**src/rtl/eh2_lsu_lr_reservation_if.sv**
```systemverilog
// LR/SC reservation bus: DC5 commit traffic, DMA snoop and flushes in,
// per-thread reservation status and SC verdict out.
interface eh2_lsu_lr_reservation_if #(
   parameter int NUM_THREADS = 2
);
   localparam int TW = (NUM_THREADS > 1) ? $clog2(NUM_THREADS) : 1;

   logic                   lr_commit_dc5;
   logic [TW-1:0]          lr_tid_dc5;
   logic [31:0]            lr_addr_dc5;
   logic                   sc_commit_dc5;
   logic [TW-1:0]          sc_tid_dc5;
   logic [31:0]            sc_addr_dc5;
   logic                   st_commit_dc5;
   logic [TW-1:0]          st_tid_dc5;
   logic [31:0]            st_addr_dc5;
   logic                   dma_wr_vld;
   logic [31:0]            dma_wr_addr;
   logic [NUM_THREADS-1:0] flush;
   logic [NUM_THREADS-1:0] lr_vld;
   logic                   sc_success_dc5;

   modport master (
      output lr_commit_dc5, lr_tid_dc5, lr_addr_dc5,
      output sc_commit_dc5, sc_tid_dc5, sc_addr_dc5,
      output st_commit_dc5, st_tid_dc5, st_addr_dc5,
      output dma_wr_vld, dma_wr_addr, flush,
      input  lr_vld, sc_success_dc5
   );

   modport slave (
      input  lr_commit_dc5, lr_tid_dc5, lr_addr_dc5,
      input  sc_commit_dc5, sc_tid_dc5, sc_addr_dc5,
      input  st_commit_dc5, st_tid_dc5, st_addr_dc5,
      input  dma_wr_vld, dma_wr_addr, flush,
      output lr_vld, sc_success_dc5
   );
endinterface

```
**src/rtl/eh2_lsu_lr_reservation.sv**
```systemverilog
// Per-thread load-reserved reservation tracker: records the LR word granule,
// judges SC success and drops reservations on snoop kills, flushes and timeout.
module eh2_lsu_lr_reservation #(
   parameter int NUM_THREADS = 2,
   parameter int LR_TIMEOUT  = 64
) (
   input  logic                       clk,
   input  logic                       rst_l,
   eh2_lsu_lr_reservation_if.slave    bus
);
   localparam int TW = (NUM_THREADS > 1) ? $clog2(NUM_THREADS) : 1;
   localparam logic [7:0] TMR_INIT = 8'(LR_TIMEOUT - 1);

   logic [NUM_THREADS-1:0] r_lr_vld;
   logic [29:0]            r_resv_addr [NUM_THREADS];
   logic [7:0]             r_tmr       [NUM_THREADS];

   logic [NUM_THREADS-1:0] w_kill;
   logic [NUM_THREADS-1:0] w_lr_hit;
   logic [NUM_THREADS-1:0] w_sc_hit;
   logic [NUM_THREADS-1:0] w_sc_match;
   logic                   w_sc_success;

   // A thread's own store never kills its reservation; other threads and DMA do.
   always_comb begin
      w_kill     = '0;
      w_lr_hit   = '0;
      w_sc_hit   = '0;
      w_sc_match = '0;
      for (int t = 0; t < NUM_THREADS; t++) begin
         w_kill[t]     = (bus.st_commit_dc5 && (bus.st_tid_dc5 != TW'(t)) &&
                          (bus.st_addr_dc5[31:2] == r_resv_addr[t])) ||
                         (bus.dma_wr_vld && (bus.dma_wr_addr[31:2] == r_resv_addr[t]));
         w_lr_hit[t]   = bus.lr_commit_dc5 && (bus.lr_tid_dc5 == TW'(t));
         w_sc_hit[t]   = bus.sc_commit_dc5 && (bus.sc_tid_dc5 == TW'(t));
         w_sc_match[t] = bus.sc_addr_dc5[31:2] == r_resv_addr[t];
      end
   end

   assign w_sc_success = |(w_sc_hit & r_lr_vld & w_sc_match & ~w_kill & ~bus.flush);

   always_ff @(posedge clk or negedge rst_l) begin
      if (!rst_l) begin
         r_lr_vld <= '0;
         for (int t = 0; t < NUM_THREADS; t++) begin
            r_resv_addr[t] <= '0;
            r_tmr[t]       <= '0;
         end
      end else begin
         for (int t = 0; t < NUM_THREADS; t++) begin
            if (bus.flush[t]) begin
               r_lr_vld[t] <= 1'b0;
            end else if (w_sc_hit[t]) begin
               r_lr_vld[t] <= 1'b0;
            end else if (w_lr_hit[t]) begin
               // A new LR wins over a same-cycle kill of the old granule.
               r_lr_vld[t]    <= 1'b1;
               r_resv_addr[t] <= bus.lr_addr_dc5[31:2];
               r_tmr[t]       <= TMR_INIT;
            end else if (w_kill[t]) begin
               r_lr_vld[t] <= 1'b0;
            end else if (r_lr_vld[t] && (r_tmr[t] == 8'd0)) begin
               r_lr_vld[t] <= 1'b0;
            end else if (r_lr_vld[t]) begin
               r_tmr[t] <= r_tmr[t] - 8'd1;
            end
         end
      end
   end

   assign bus.lr_vld         = r_lr_vld;
   assign bus.sc_success_dc5 = w_sc_success;

endmodule

```
**src/flat_wrapper.sv**
```systemverilog
// flat-port wrapper written by rule: the top's interface ports become plain ports
module eh2_lsu_lr_reservation_flat 
#(
   parameter int NUM_THREADS = 2,
   parameter int LR_TIMEOUT  = 64
)
  (clk, rst_l, bus_lr_commit_dc5, bus_lr_tid_dc5, bus_lr_addr_dc5, bus_sc_commit_dc5, bus_sc_tid_dc5, bus_sc_addr_dc5, bus_st_commit_dc5, bus_st_tid_dc5, bus_st_addr_dc5, bus_dma_wr_vld, bus_dma_wr_addr, bus_flush, bus_lr_vld, bus_sc_success_dc5);
  eh2_lsu_lr_reservation_if #(.NUM_THREADS(NUM_THREADS)) bus_i ();
  input  logic clk;
  input  logic rst_l;
  input wire logic [$bits(bus_i.lr_commit_dc5)-1:0] bus_lr_commit_dc5;
  input wire logic [$bits(bus_i.lr_tid_dc5)-1:0] bus_lr_tid_dc5;
  input wire logic [$bits(bus_i.lr_addr_dc5)-1:0] bus_lr_addr_dc5;
  input wire logic [$bits(bus_i.sc_commit_dc5)-1:0] bus_sc_commit_dc5;
  input wire logic [$bits(bus_i.sc_tid_dc5)-1:0] bus_sc_tid_dc5;
  input wire logic [$bits(bus_i.sc_addr_dc5)-1:0] bus_sc_addr_dc5;
  input wire logic [$bits(bus_i.st_commit_dc5)-1:0] bus_st_commit_dc5;
  input wire logic [$bits(bus_i.st_tid_dc5)-1:0] bus_st_tid_dc5;
  input wire logic [$bits(bus_i.st_addr_dc5)-1:0] bus_st_addr_dc5;
  input wire logic [$bits(bus_i.dma_wr_vld)-1:0] bus_dma_wr_vld;
  input wire logic [$bits(bus_i.dma_wr_addr)-1:0] bus_dma_wr_addr;
  input wire logic [$bits(bus_i.flush)-1:0] bus_flush;
  output wire logic [$bits(bus_i.lr_vld)-1:0] bus_lr_vld;
  output wire logic [$bits(bus_i.sc_success_dc5)-1:0] bus_sc_success_dc5;
  assign bus_i.lr_commit_dc5 = bus_lr_commit_dc5;
  assign bus_i.lr_tid_dc5 = bus_lr_tid_dc5;
  assign bus_i.lr_addr_dc5 = bus_lr_addr_dc5;
  assign bus_i.sc_commit_dc5 = bus_sc_commit_dc5;
  assign bus_i.sc_tid_dc5 = bus_sc_tid_dc5;
  assign bus_i.sc_addr_dc5 = bus_sc_addr_dc5;
  assign bus_i.st_commit_dc5 = bus_st_commit_dc5;
  assign bus_i.st_tid_dc5 = bus_st_tid_dc5;
  assign bus_i.st_addr_dc5 = bus_st_addr_dc5;
  assign bus_i.dma_wr_vld = bus_dma_wr_vld;
  assign bus_i.dma_wr_addr = bus_dma_wr_addr;
  assign bus_i.flush = bus_flush;
  assign bus_lr_vld = bus_i.lr_vld;
  assign bus_sc_success_dc5 = bus_i.sc_success_dc5;
  eh2_lsu_lr_reservation #(.NUM_THREADS(NUM_THREADS), .LR_TIMEOUT(LR_TIMEOUT)) u_core (.clk(clk), .rst_l(rst_l), .bus(bus_i));
endmodule
```
**config.mk**
```make
export PLATFORM = sky130hd
export DESIGN_NAME = eh2_lsu_lr_reservation_flat
export DESIGN_NICKNAME = d
export VERILOG_FILES = /design/src/rtl/eh2_lsu_lr_reservation_if.sv /design/src/rtl/eh2_lsu_lr_reservation.sv /design/src/flat_wrapper.sv
export SDC_FILE = /design/constraint.sdc
export NUM_CORES = 1
export LEC_CHECK = 0
export ABC_AREA = 1
export ABC_CLOCK_PERIOD_IN_PS = 2000
export CORE_ASPECT_RATIO = 0.9
export CORE_MARGIN = 3
export CORE_UTILIZATION = 30
export CTS_CLUSTER_DIAMETER = 200
export DETAILED_ROUTE_END_ITERATION = 8
export DONT_BUFFER_PORTS = 1
export GPL_TIMING_DRIVEN = 0
export PLACE_DENSITY = 0.54
export SLEW_MARGIN = 0
export SYNTH_ARGS = -nofsm -noshare
export SYNTH_HDL_FRONTEND = slang
export SYNTH_SLANG_ARGS = --single-unit
```
**constraint.sdc**
```tcl
create_clock -name clk -period 2 [get_ports clk]
set_input_delay 0.3 -clock clk [delete_from_list [all_inputs] [get_ports clk]]
set_output_delay 0.3 -clock clk [all_outputs]
set_load 0.02 [all_outputs]
```
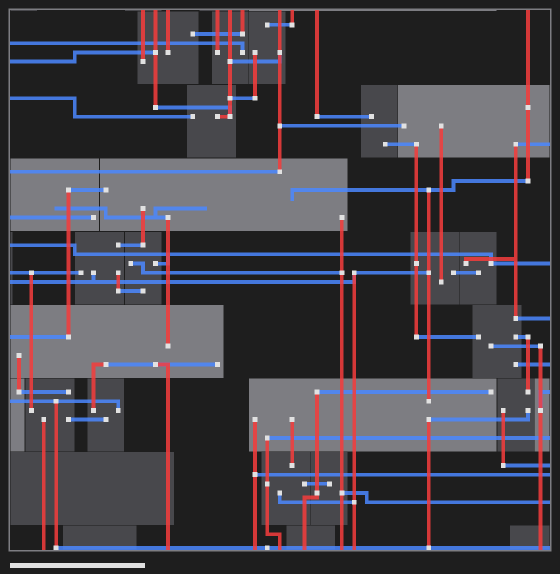
run_1/detail.png
Bar = 5 microns. Window x 108 to 128, y 97 to 117 microns. Cells in gray, sequential cells in the stronger gray; small squares are vias.
[metal 1] blue
[metal 2] red
netlist names of flops here include: u_core.r_resv_addr (4)
cells with their middle in the window: 20
sequential cells in the window: 4
most frequent: nand2_1 (7), o21ai_0 (5), dfrtp_1 (4)

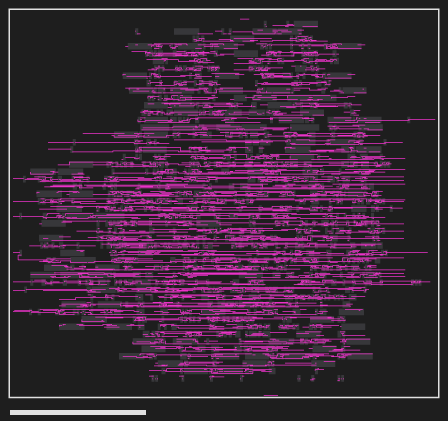
run_1/layer_met1.png
Bar = 50 microns. Cells faint in the background.
nets with wire on the layer: 1,116
longest straight run: 69.0 microns
Post-Route WL: 24,500 microns
met1 routing resource usage after global routing: 0.298

==> results.sh, run 1 <==
# yosys + openroad results
export IMPL_yosys_area_top_type="sky130_fd_sc_hd__dfrtp_1"
export IMPL_cap_viol_max_count=0
export IMPL_clk_latency_ps=350
export IMPL_firstDrtPassIters=5
export IMPL_worstReg2RegStart="u_core.r_resv_addr[21]"
export IMPL_ys_flop_type="sky130_fd_sc_hd__dfrtp_1"
export IMPL_ys_warnings_count=0
export IMPL_critical_path_max_fanout=5
export IMPL_power_combinational_fraction=0.328
export IMPL_nNetsFinal=1193
export IMPL_ys_flops=78
export IMPL_stage_log_warning_count=38
export IMPL_synth_dominant_cell_count="sky130_fd_sc_hd__nand2_1"
export IMPL_hold_slack_ps=-361
export IMPL_clkPwrFrac=0.291
export IMPL_top_cells_excl_fill_tap="sky130_fd_sc_hd__nand2_1 (402), sky130_fd_sc_hd__inv_1 (148), sky130_fd_sc_hd__o21ai_0 (72)"
export IMPL_finalNonFillerCells=1312
export IMPL_mostFrequentLayoutCell="sky130_fd_sc_hd__nand2_1"
export IMPL_final_critical_path_setup_slack_ps=-132
export IMPL_setup_violations=1
export IMPL_chip_area_in_the_yosys_report_sq_um=6220
export IMPL_worst_ir_drop_vdd_mv=0.469
export IMPL_synth_stat_cells=1024
export IMPL_chip_area_sq_um=22500
export IMPL_ratio_of_final_minimum_period_to_clock_period=1.07
export IMPL_fin_worst_skew_ps=8.20
export IMPL_syn_instance_count=1024
export IMPL_synth_avg_cell_area_sq_um=6.07
export IMPL_floorplan_die_height_microns=143
export IMPL_clockRootBuffer="sky130_fd_sc_hd__clkbuf_16"
export IMPL_hpwl_reported_at_the_end_of_detailed_placement_microns=20500
export IMPL_drt_antenna_violating_nets=0
export IMPL_cts_clk_slew_worst_paths_ps=70
export IMPL_final_setup_tns_ps=-132
export IMPL_synth_net_count=1165
export IMPL_unrepaired_setup_endpoints_after_global_routing="yes"
export IMPL_number_of_global_route_vias_before_repair=5999
export IMPL_route_met2_wl_microns=10300
export IMPL_holdCritPathClass="input port to asynchronous set/reset pin"
export IMPL_grt_max_degree=79
export IMPL_report_final_hold_viol_count=78
export IMPL_final_cell_area_sq_um=7190
export IMPL_cts_tree="done"
export IMPL_antenna_cells_inserted=0
export IMPL_synthesis_to_finish_area_growth_pct=15.6
export IMPL_initial_antenna_violation_count=0
export IMPL_fmaxAchievable_ghz=0.469
export IMPL_cts_sink_count=78
export IMPL_switching_fraction_of_total_power=0.380
export IMPL_synth_async_reset_ratio=1.00
export IMPL_dr_max_layer_used="met4"
export IMPL_place_gp_congestion=0.974
export IMPL_enable_flop_cells=0
export IMPL_powerDensity_nw_per_um2=944
export IMPL_violations_in_the_final_reports="hold timing, setup timing"
export IMPL_row_count=49
export IMPL_cts_path_max_buffers=2
export IMPL_detailroute_wirelength_met3_microns=2840
export IMPL_slew_headroom=0.669
export IMPL_routedLengthMet1_microns=10800
export IMPL_synth_distinct_cells=31
export IMPL_post_route_drc_count=0
export IMPL_final_layout_size_suffix_gt1_frac=0.146
export IMPL_netlist_area_sq_um=6220
export IMPL_topCellsByArea="sky130_fd_sc_hd__dfrtp_1 (31%), sky130_fd_sc_hd__nand2_1 (25%), sky130_fd_sc_hd__inv_1 (9.1%)"
export IMPL_cp_data_required_time_ps=1700
export IMPL_port_buffers=0
export IMPL_run_status="complete, but fails checks"
export IMPL_detailed_place_area_sq_um=6540
export IMPL_period_needed_ps=2130
export IMPL_worstSetupPathType="register to output pin"
export IMPL_dr_first_iter_drc_count=431
export IMPL_wire_length_of_the_first_global_routing_pass_microns=36300
export IMPL_dp_cells=1279
export IMPL_endpoint_kind="output pin"
export IMPL_timing_critical_path_from_type="register"
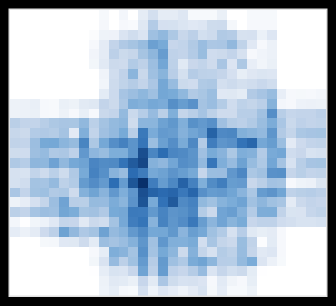
run_1/metal_density.png
32 x 29 tiles, from white (low) to dark blue (high), scaled to the fullest tile. Values are wire area over tile area, all layers added.
emptiest ninth of the die: top left
tiles over half the peak: 17%
fullest tile: 0.69
densest ninth of the die: middle
nearly empty tiles: 23%
Vias: 6,224
post-DR wirelength/cell: 18.7 microns
all-layer global routing usage: 0.220

-- run 1: registers in the layout, summed over array words and instances (netlist names) --
register	cells
u_core.bus.lr_vld	2
u_core.r_tmr	16
u_core.r_resv_addr	60
-- run 1: routing by layer --
layer / track usage / vias up
met5: 0 / -
met4: 0.0621 / 0
met3: 0.0873 / 36
met2: 0.327 / 223
met1: 0.298 / 2811
li1: - / 3154
-- run 1: power by group through the flow --
stage | Clock (uW) | Sequential (uW) | Combinational, uW
after CTS | 2020 | 2560 | 2170
after detailed placement | 0 | 2580 | 2040
after floorplan | 0 | 2370 | 1610
after global routing | 2080 | 2640 | 2550
after global placement | 0 | 2580 | 2020
final | 1980 | 2580 | 2230
-- run 1: worst max-delay path, stage by stage, from the launching register on --
cell and delay (ps):
sky130_fd_sc_hd__dfrtp_2 440, sky130_fd_sc_hd__inv_2 50, sky130_fd_sc_hd__nand2_1 70, sky130_fd_sc_hd__nand2_1 50
sky130_fd_sc_hd__inv_1 40, sky130_fd_sc_hd__nand2_1 110, sky130_fd_sc_hd__nor2_1 110, sky130_fd_sc_hd__nand2_1 90
sky130_fd_sc_hd__nor2_2 130, sky130_fd_sc_hd__nand2_2 80, sky130_fd_sc_hd__and2_4 160, sky130_fd_sc_hd__nand2_2 70
sky130_fd_sc_hd__nand2_4 80
-- run 1: final timing paths --
| path | to | slack [ps] | depth (start not counted) |
|---|---|---|---|
| max in group asynchronous | u_core.r_resv_addr[5] | 2180 | 0 |
| setup / recovery | bus_sc_success_dc5 | -130 | 12 |
| hold reg to reg | u_core.r_tmr[9] | 510 | 2 |
| setup reg to reg | u_core.r_tmr[3] | 190 | 14 |
| min in group clk | u_core.r_resv_addr[2] | 110 | 2 |
| hold / removal | u_core.r_tmr[11] | -360 | 0 |
-- run 1: final cells by class --
type,count,area (sq um)
plain buffers,14,66.3
well taps,255,319
clock inverters,6,116
inverters,198,743
clock buffers,10,239
fillers,2233,13000
multi-input cells,734,3590
repair buffers,17,128
flip-flops and latches,78,1980
-- run 1: through the flow --
step | setup WS, ps | util | hold WS [ps] | power, uW
after global routing | -246 | 0.356 | -380 | 7270
after CTS | -121 | 0.352 | -374 | 6740
final | -132 | 0.356 | -361 | 6790
after detailed placement | -38.7 | 0.324 | 6.94 | 4630
after global placement | -56.8 | 0.324 | 6.85 | 4600
after floorplan | 412 | - | 4.41 | 3980
-- run 1: cells by family after synthesis --
family,after synthesis,share of synthesized area
buffers and inverters,212,0.130
adders and majority gates,2,0.00402
DFF,78,0.314
AOI/OAI and AO/OA,107,0.0922
xor gates and xnor gates,63,0.0888
and+or+nand+nor,562,0.371
-- run 1: repair_timing --
action / CTS / global route
endpoints found under the setup margin: 1 / 11
resized: 44 / 18
setup buffers: 11 / 6
hold endpoints to repair: 78 / 78
cloned: 0 / 0
pin swaps: 13 / 15
## Run 2: what changed since run 1
--- a/config.mk
+++ b/config.mk
@@ -6,7 +6,7 @@
 export NUM_CORES = 1
 export LEC_CHECK = 0
 export ABC_AREA = 1
-export ABC_CLOCK_PERIOD_IN_PS = 2000
+export ABC_CLOCK_PERIOD_IN_PS = 2700
 export CORE_ASPECT_RATIO = 0.9
 export CORE_MARGIN = 3
 export CORE_UTILIZATION = 30
==> constraint.sdc (replaced) <==
create_clock -name clk -period 2.7 [get_ports clk]
set_input_delay 0.81 -clock clk [delete_from_list [all_inputs] [get_ports clk]]
set_output_delay 0.81 -clock clk [all_outputs]
set_load 0.02 [all_outputs]
==> run 2 against run 1 <==
Count of clock-buffer cells in the layout did not move; critical path type is now input port to output pin; register-to-register slack improved by 690 ps; non-clock buffer count fell by 6; synthesized cell count did not move; largest power group unchanged; cell area fell by 0.78%; wire length barely moved; the run now ends clean; final cell count fell by 0.46%; highest routed layer unchanged.
==> results.sh, run 2 <==
# yosys + openroad results
export IMPL_clk_latency_ps=350
export IMPL_stage_log_warning_count=35
export IMPL_report_final_hold_viol_count=0
export IMPL_initial_core_util=0.308
export IMPL_powerDensity_nw_per_um2=701
export IMPL_critical_path_s_slowest_cell="sky130_fd_sc_hd__nor2_2"
export IMPL_routed_wire_length_per_instance_microns=18.8
export IMPL_fmaxAchievable_ghz=0.373
export IMPL_cts_sink_count=78
export IMPL_worstSetupPathType="input port to output pin"
export IMPL_netlist_area_sq_um=6220
export IMPL_globalRoute_totalOverflow=0
export IMPL_cts_tree="done"
export IMPL_cp_arrival_ps=1870
export IMPL_synth_top_area_share=0.314
export IMPL_drt_antenna_violating_nets=0
export IMPL_critical_path_max_fanout=3
export IMPL_totalPowerFinal_uw=5000
export IMPL_chip_area_sq_um=22500
export IMPL_grt_max_degree=79
export IMPL_top_level_ports=142
export IMPL_clockRootBuffer="sky130_fd_sc_hd__clkbuf_16"
export IMPL_wire_length_of_the_first_global_routing_pass_microns=36200
export IMPL_period_needed_ps=2680
export IMPL_cts_path_max_buffers=2
export IMPL_critPathMaxStageDelay_ps=170
export IMPL_dp_cells=1279
export IMPL_port_buffers=0
export IMPL_fin_worst_skew_ps=8.68
export IMPL_synth_dominant_cell_count="sky130_fd_sc_hd__nand2_1"
export IMPL_nNetsFinal=1187
export IMPL_yosys_area_top_type="sky130_fd_sc_hd__dfrtp_1"
export IMPL_top_cells_excl_fill_tap="sky130_fd_sc_hd__nand2_1 (405), sky130_fd_sc_hd__inv_1 (149), sky130_fd_sc_hd__o21ai_0 (72)"
export IMPL_ys_flop_type="sky130_fd_sc_hd__dfrtp_1"
export IMPL_setup_violations=0
export IMPL_synthesis_to_finish_area_growth_pct=14.7
export IMPL_chip_area_in_the_yosys_report_sq_um=6220
export IMPL_unrepaired_setup_endpoints_after_global_routing="yes"
export IMPL_mostFrequentLayoutCell="sky130_fd_sc_hd__nand2_1"
export IMPL_cap_viol_max_count=0
export IMPL_tritoncts_num_buffers=9
export IMPL_worstPathCellList="nand2_2 > nand4_1 > nor2_2 > nand2_1 > nor2_2 > nand2_2 > and2_4 > nand2_4 > nand2_4"
export IMPL_timing_critical_path_from_type="input port"
export IMPL_synth_stat_cells=1024
export IMPL_slew_headroom=0.668
export IMPL_yosys_stat_seqShare=0.314
export IMPL_firstDrtPassIters=5
export IMPL_row_count=49
export IMPL_total_leakage_power_uw=0.00369
export IMPL_place_gp_congestion=0.974
export IMPL_cts_clk_slew_worst_paths_ps=70
export IMPL_syn_instance_count=1024
export IMPL_enable_flop_cells=0
export IMPL_hpwl_reported_at_the_end_of_detailed_placement_microns=20500
export IMPL_fill_cells=2228
export IMPL_die_size_x_microns=158
export IMPL_postLayoutCoreUtil=0.354
export IMPL_max_ffs_per_register=60
export IMPL_synth_async_reset_ratio=1.00
export IMPL_synth_avg_cell_area_sq_um=6.07
export IMPL_worst_ir_drop_vdd_mv=0.343
export IMPL_antenna_cells_inserted=0
export IMPL_dr_first_iter_drc_count=463
export IMPL_post_route_drc_count=0
export IMPL_ys_warnings_count=0
export IMPL_ys_flops=78
export IMPL_ratio_of_final_minimum_period_to_clock_period=0.993
export IMPL_vias_per_cell=4.80
export IMPL_number_of_global_route_vias_before_repair=5934
export IMPL_initial_antenna_violation_count=0
export IMPL_cts_htree_levels=3
export IMPL_cp_data_required_time_ps=1890
export IMPL_synth_distinct_cells=31
export IMPL_endpoint_kind="output pin"
export IMPL_synth_net_count=1165
export IMPL_topCellsByArea="sky130_fd_sc_hd__dfrtp_1 (31%), sky130_fd_sc_hd__nand2_1 (25%), sky130_fd_sc_hd__inv_1 (9.1%)"
export IMPL_holdCritPathClass="input port to asynchronous set/reset pin"
export IMPL_core_region_area_sq_um=20200
export IMPL_floorplan_die_height_microns=143
export IMPL_worst_path_dominant_cell_family="simple AND/OR/NAND/NOR gates"
export IMPL_run_status="completed"
export IMPL_cp_buffers_inverters=0
export IMPL_report_final_slew_viol_count=0
export IMPL_finalNonFillerCells=1306
export IMPL_worst_pin_slew_ps=498
export IMPL_synthTopCellsByCount="sky130_fd_sc_hd__nand2_1 (409), sky130_fd_sc_hd__inv_1 (150), sky130_fd_sc_hd__dfrtp_1 (78)"
export IMPL_regMostFlops="u_core.r_resv_addr"
export IMPL_final_layout_size_suffix_gt1_frac=0.131
==> run 2: cell types whose count changed in the layout (fill, tap and decap cells not counted), sizes merged <==
| cell | change |
|---|---|
| buf | -6 |
==> run 2: cell type report <==
cell class	instances	area, sq um	share of cell area
clock buffer	10	239	0.0335
tap	255	319	0.0447
sequential	78	1980	0.277
clock inverter	6	116	0.0163
multi-input combinational	734	3590	0.503
buffer	14	66.3	0.00930
timing repair buffer	11	82.6	0.0116
inverter	198	743	0.104
==> run 2: per-stage QoR <==
step	area, sq um	hold WS (ps)	TNS (ps)	setup slack (ps)
after floorplan	6220	475	0	233
after global placement	6540	503	-191	-191
after detailed placement	6540	498	-174	-174
after CTS	7000	136	0	4.70
after global routing	7130	130	-47.3	-47.3
final	7130	150	0	20.0
==> run 2: final timing paths <==
| kind | slack, ps | cells after the start | endpoint | start |
|---|---|---|---|---|
| setup / recovery | 20 | 9 | bus_sc_success_dc5 | bus_dma_wr_addr[31] |
| hold / removal | 150 | 0 | u_core.r_tmr[11] | rst_l |
| setup reg to reg | 880 | 12 | u_core.r_tmr[3] | u_core.r_tmr[0] |
| hold reg to reg | 510 | 2 | u_core.r_tmr[9] | u_core.r_tmr[9] |
| max in group asynchronous | 2370 | 0 | u_core.r_resv_addr[4] | rst_l |
| min in group clk | 510 | 2 | u_core.r_tmr[9] | u_core.r_tmr[9] |
==> run 2: logic make-up after synthesis <==
family / share of synthesized area
flops: 0.314
compound gates: 0.0922
fa+ha+maj: 0.00402
simple gates: 0.371
buf+inv: 0.130
xor+xnor: 0.0888
==> run 2: per-layer routing <==
layer	GRT usage	up-vias	wire length, microns	share of wire
met5	0	-	0	0
li1	-	3141	-	-
met4	0.0603	0	541	0.022
met1	0.300	2859	10800	0.44
met2	0.328	236	10300	0.42
met3	0.0812	34	2890	0.12
==> run 2: timing repair <==
item / in CTS / in global routing
pin swaps: 5 / 15
setup buffers: 5 / 6
setup endpoints to repair: 1 / 1
hold buffers: 0 / 0
gates resized: 24 / 30
==> run 2: where the power goes <==
group	leakage, uW	switching [uW]	total [uW]	internal (uW)
Sequential	0.000954	454	1920	1460
Combinational	0.00256	925	1620	691
Clock	0.000174	528	1470	937
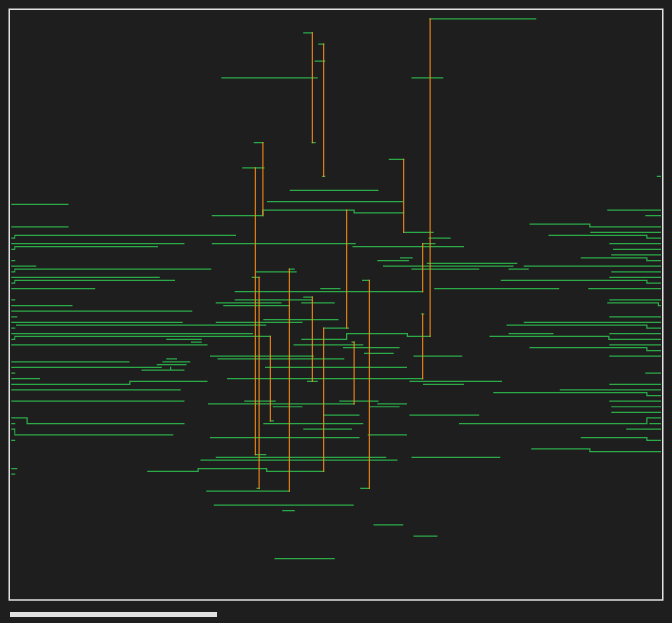
run_2/wires.png
Bar = 50 microns. Only two layers are drawn.
[metal 3] green | wire length: 2,890 microns
[metal 4] orange | wire length: 541 microns

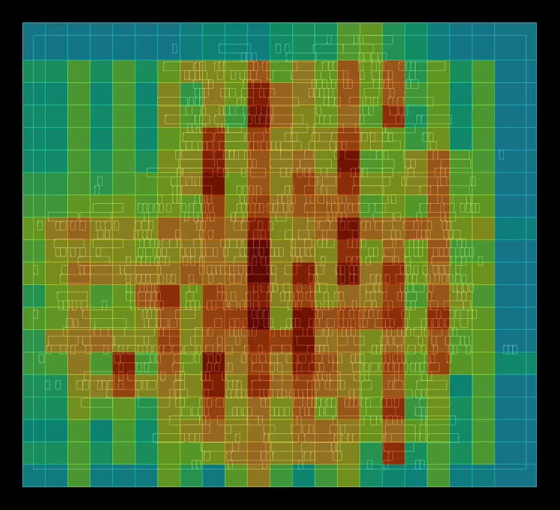
run_2/congestion.png
met2 Use GR: 0.328
all-layer global routing usage: 0.220
met3 routing resource usage after global routing: 0.0812
met1 routing resource usage after global routing: 0.300

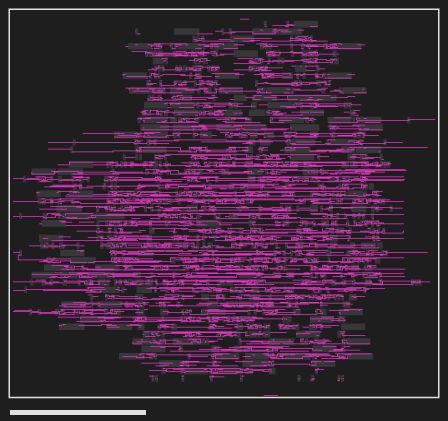
run_2/layer_met1.png
Bar = 50 microns. Cells faint in the background.
main direction: horizontal
wire length on this layer: 10,800 microns
nets with wire on the layer: 1,121
Vias: 6,270
Post-Route WL: 24,500 microns

## Run 3: what changed since run 2
--- a/config.mk
+++ b/config.mk
@@ -7,6 +7,8 @@
 export LEC_CHECK = 0
 export ABC_AREA = 1
 export ABC_CLOCK_PERIOD_IN_PS = 2700
+export CELL_PAD_IN_SITES_DETAIL_PLACEMENT = 1
+export CELL_PAD_IN_SITES_GLOBAL_PLACEMENT = 1
 export CORE_ASPECT_RATIO = 0.9
 export CORE_MARGIN = 3
 export CORE_UTILIZATION = 30
@@ -14,7 +16,7 @@
 export DETAILED_ROUTE_END_ITERATION = 8
 export DONT_BUFFER_PORTS = 1
 export GPL_TIMING_DRIVEN = 0
-export PLACE_DENSITY = 0.54
+export PLACE_DENSITY = 0.69
 export SLEW_MARGIN = 0
 export SYNTH_ARGS = -nofsm -noshare
 export SYNTH_HDL_FRONTEND = slang
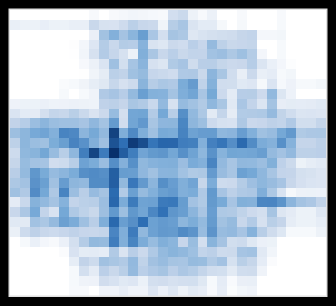
run_3/metal_density.png
32 x 29 tiles, from white (low) to dark blue (high), scaled to the fullest tile. Values are wire area over tile area, all layers added.
all-layer global routing usage: 0.236
Vias: 6,512
Post-Route WL: 26,400 microns
post-DR wirelength/cell: 20.2 microns

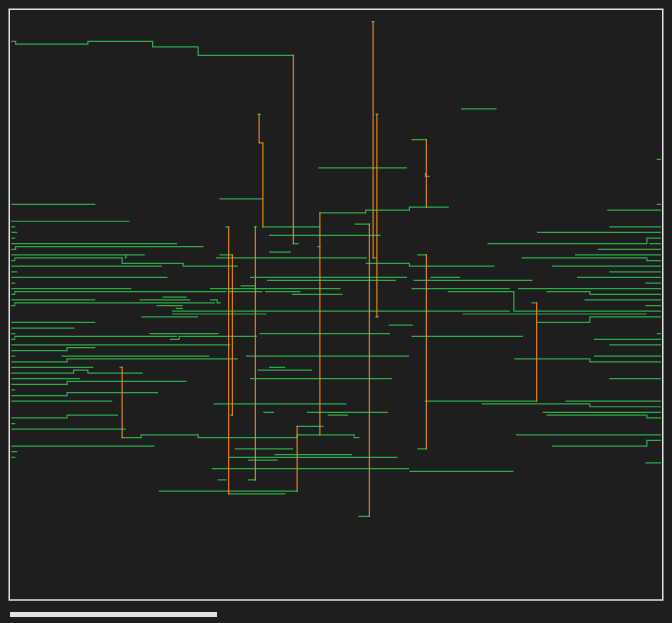
run_3/wires.png
Bar = 50 microns. Only two layers are drawn.

==> run 3 against run 2 <==
Sequential cell count is the same; via count grew 3.9%; first-iteration DRC count shrank 27%; core utilization grew 0.66 points; power grew 0.83%; largest cell class unchanged; non-clock buffer count grew 5.
==> results.sh, run 3 <==
# yosys + openroad results
export IMPL_cp_buffers_inverters=1
export IMPL_cp_arrival_ps=1840
export IMPL_report_final_hold_viol_count=0
export IMPL_timing_critical_path_from_type="input port"
export IMPL_initial_core_util=0.308
export IMPL_chip_area_sq_um=22500
export IMPL_stage_log_warning_count=35
export IMPL_setup_worst_path_start="bus_sc_addr_dc5[21]"
export IMPL_endpoint_kind="output pin"
export IMPL_critical_path_max_fanout=3
export IMPL_netlist_area_sq_um=6220
export IMPL_setup_violations=0
export IMPL_report_final_slew_viol_count=0
export IMPL_crit_path_frequent_cell="sky130_fd_sc_hd__nor2_1"
export IMPL_cap_viol_max_count=0
export IMPL_floorplan_die_height_microns=143
export IMPL_clockRootBuffer="sky130_fd_sc_hd__clkbuf_16"
export IMPL_synthesis_to_finish_area_growth_pct=16.9
export IMPL_final_cell_area_sq_um=7270
export IMPL_wire_length_of_the_first_global_routing_pass_microns=39000
export IMPL_synthTopCellsByCount="sky130_fd_sc_hd__nand2_1 (409), sky130_fd_sc_hd__inv_1 (150), sky130_fd_sc_hd__dfrtp_1 (78)"
export IMPL_cp_data_required_time_ps=1890
export IMPL_clk_latency_ps=350
export IMPL_fmaxAchievable_ghz=0.377
export IMPL_worst_ir_drop_vdd_mv=0.348
export IMPL_syn_instance_count=1024
export IMPL_ys_flops=78
export IMPL_synth_avg_cell_area_sq_um=6.07
export IMPL_vias_per_cell=4.97
export IMPL_number_of_global_route_vias_before_repair=6574
export IMPL_globalRoute_totalOverflow=0
export IMPL_hpwl_reported_at_the_end_of_detailed_placement_microns=22100
export IMPL_nNetsFinal=1192
export IMPL_drt_antenna_violating_nets=0
export IMPL_switching_fraction_of_total_power=0.396
export IMPL_cts_hold_buffers_added=0
export IMPL_detailed_place_area_sq_um=6540
export IMPL_enable_flop_cells=0
export IMPL_topCellsByArea="sky130_fd_sc_hd__dfrtp_1 (31%), sky130_fd_sc_hd__nand2_1 (25%), sky130_fd_sc_hd__inv_1 (9.1%)"
export IMPL_initial_antenna_violation_count=0
export IMPL_synth_dominant_cell_count="sky130_fd_sc_hd__nand2_1"
export IMPL_period_needed_ps=2650
export IMPL_critPathMaxStageDelay_ps=250
export IMPL_yosys_stat_seqShare=0.314
export IMPL_cts_htree_levels=3
export IMPL_total_leakage_power_uw=0.00371
export IMPL_row_count=49
export IMPL_fin_worst_skew_ps=7.45
export IMPL_antenna_cells_inserted=0
export IMPL_cts_sink_count=78
export IMPL_place_gp_congestion=0.978
export IMPL_critical_path_endpoint="bus_sc_success_dc5"
export IMPL_worst_path_stages=9
export IMPL_top_cells_excl_fill_tap="sky130_fd_sc_hd__nand2_1 (398), sky130_fd_sc_hd__inv_1 (148), sky130_fd_sc_hd__o21ai_0 (72)"
export IMPL_hold_slack_ps=146
export IMPL_port_buffers=0
export IMPL_post_route_drc_count=0
export IMPL_internal_power_uw=3040
export IMPL_cts_path_max_buffers=2
export IMPL_cell_depth_of_the_worst_flop_to_flop_path=12
export IMPL_synth_distinct_cells=31
export IMPL_holdCritPathClass="input port to asynchronous set/reset pin"
export IMPL_run_status="completed"
export IMPL_chip_area_in_the_yosys_report_sq_um=6220
export IMPL_synth_stat_cells=1024
export IMPL_synth_top_area_share=0.314
export IMPL_clkPwrFrac=0.271
export IMPL_worstReg2RegStart="u_core.r_resv_addr[10]"
export IMPL_grt_max_degree=79
export IMPL_unrepaired_setup_endpoints_after_global_routing="yes"
export IMPL_core_region_area_sq_um=20200
export IMPL_die_size_x_microns=158
export IMPL_ys_flop_type="sky130_fd_sc_hd__dfrtp_1"
export IMPL_cts_tree="done"
export IMPL_worstPathCellList="inv_1 > o22ai_1 > nor2_1 > nand3_1 > nor2_1 > nand2_1 > nor2_1 > nand2_2 > nand2_4"
export IMPL_final_layout_size_suffix_gt1_frac=0.158
export IMPL_totalPowerFinal_uw=5040
export IMPL_synth_async_reset_ratio=1.00
export IMPL_netSwitchingPower_uw=2000
export IMPL_mostFrequentLayoutCell="sky130_fd_sc_hd__nand2_1"
export IMPL_max_ffs_per_register=60
export IMPL_top_level_ports=142
export IMPL_power_combinational_fraction=0.343
export IMPL_firstDrtPassIters=5
export IMPL_r2r_end="u_core.r_tmr[6]"
export IMPL_dr_first_iter_drc_count=339
export IMPL_worst_path_dominant_cell_family="simple AND/OR/NAND/NOR gates"
export IMPL_timing_reg2reg_setup_slack_ps=770
export IMPL_slew_headroom=0.623
export IMPL_critical_path_s_slowest_cell="sky130_fd_sc_hd__nor2_1"
export IMPL_ys_warnings_count=0
export IMPL_tritoncts_num_buffers=9
export IMPL_powerDensity_nw_per_um2=693
export IMPL_cts_clk_slew_worst_paths_ps=70
export IMPL_regMostFlops="u_core.r_resv_addr"
export IMPL_synth_net_count=1165
export IMPL_worstSetupPathType="input port to output pin"
export IMPL_seqPwrFrac=0.385
export IMPL_worst_pin_slew_ps=565
export IMPL_yosys_area_top_type="sky130_fd_sc_hd__dfrtp_1"
export IMPL_ratio_of_final_minimum_period_to_clock_period=0.983
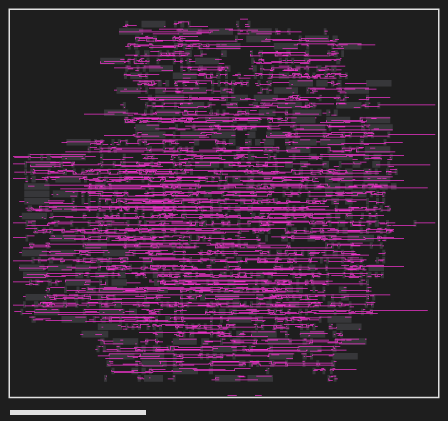
run_3/layer_met1.png
Bar = 50 microns. Cells faint in the background.
met1 routing resource usage after global routing: 0.310

-- run 3: cell type report --
class | count | area [sq um]
fillers | 2620 | 12900
multi-input cells | 734 | 3680
flip-flops and latches | 78 | 2000
inverters | 198 | 743
well taps | 255 | 319
clock buffers | 11 | 243
repair buffers | 16 | 136
clock inverters | 5 | 81.3
plain buffers | 14 | 66.3
-- run 3: repair_timing --
action,4_1_cts,5_1_grt
setup endpoints to repair,1,1
gates resized,40,47
setup buffers,8,8
pin swaps,7,18
cloned,0,0
-- run 3: worst min path at each step --
stage | endpoint | startpoint
2_1_floorplan | u_core.r_tmr[9] | u_core.r_tmr[9]
3_3_place_gp | u_core.r_tmr[9] | u_core.r_tmr[9]
3_5_place_dp | u_core.r_tmr[9] | u_core.r_tmr[9]
4_1_cts | u_core.r_tmr[11] | rst_l
5_1_grt | u_core.r_tmr[11] | rst_l
6_report | u_core.r_resv_addr[28] | rst_l
-- run 3: cells by family after synthesis --
kind of cell	synth area share
compound gates	0.0922
xor+xnor	0.0888
fa+ha+maj	0.00402
buf+inv	0.130
flops	0.314
simple gates	0.371
-- run 3: power by group through the flow --
stage	sequential [uW]	clock (uW)	combinational, uW
2_1_floorplan	1760	0	1190
3_3_place_gp	1910	0	1510
3_5_place_dp	1920	0	1570
4_1_cts	1910	1390	1650
5_1_grt	1980	1450	1970
6_report	1940	1370	1730
-- run 3: worst register-to-register path: stages (launching register included) --
cell                      delay, ps
sky130_fd_sc_hd__dfrtp_2        490
sky130_fd_sc_hd__xnor2_4        230
sky130_fd_sc_hd__nand2_2         80
sky130_fd_sc_hd__nor2_1         110
sky130_fd_sc_hd__nand2_1         80
sky130_fd_sc_hd__nor2_2         120
sky130_fd_sc_hd__nand2_2         70
sky130_fd_sc_hd__buf_4          130
sky130_fd_sc_hd__buf_4          130
sky130_fd_sc_hd__nand3_4        140
sky130_fd_sc_hd__nand2_4        120
sky130_fd_sc_hd__nand2_1         80
sky130_fd_sc_hd__nand2_1         50
-- run 3: stage by stage --
step	std cells	util	TNS, ps	setup slack, ps
final	1311	0.360	0	45.3
after global routing	1311	0.360	-22.8	-22.8
after CTS	1303	0.350	0	0.470
after detailed placement	1279	0.324	-183	-183
after global placement	1279	0.324	-194	-194
after floorplan	1024	-	0	233
-- run 3: layer usage --
metal / GRT usage / share of wire
met4: 0.0630 / 0.022
met3: 0.0888 / 0.11
met1: 0.310 / 0.43
met2: 0.365 / 0.44
met5: 0 / 0
Power and IR drop assume default switching activity.
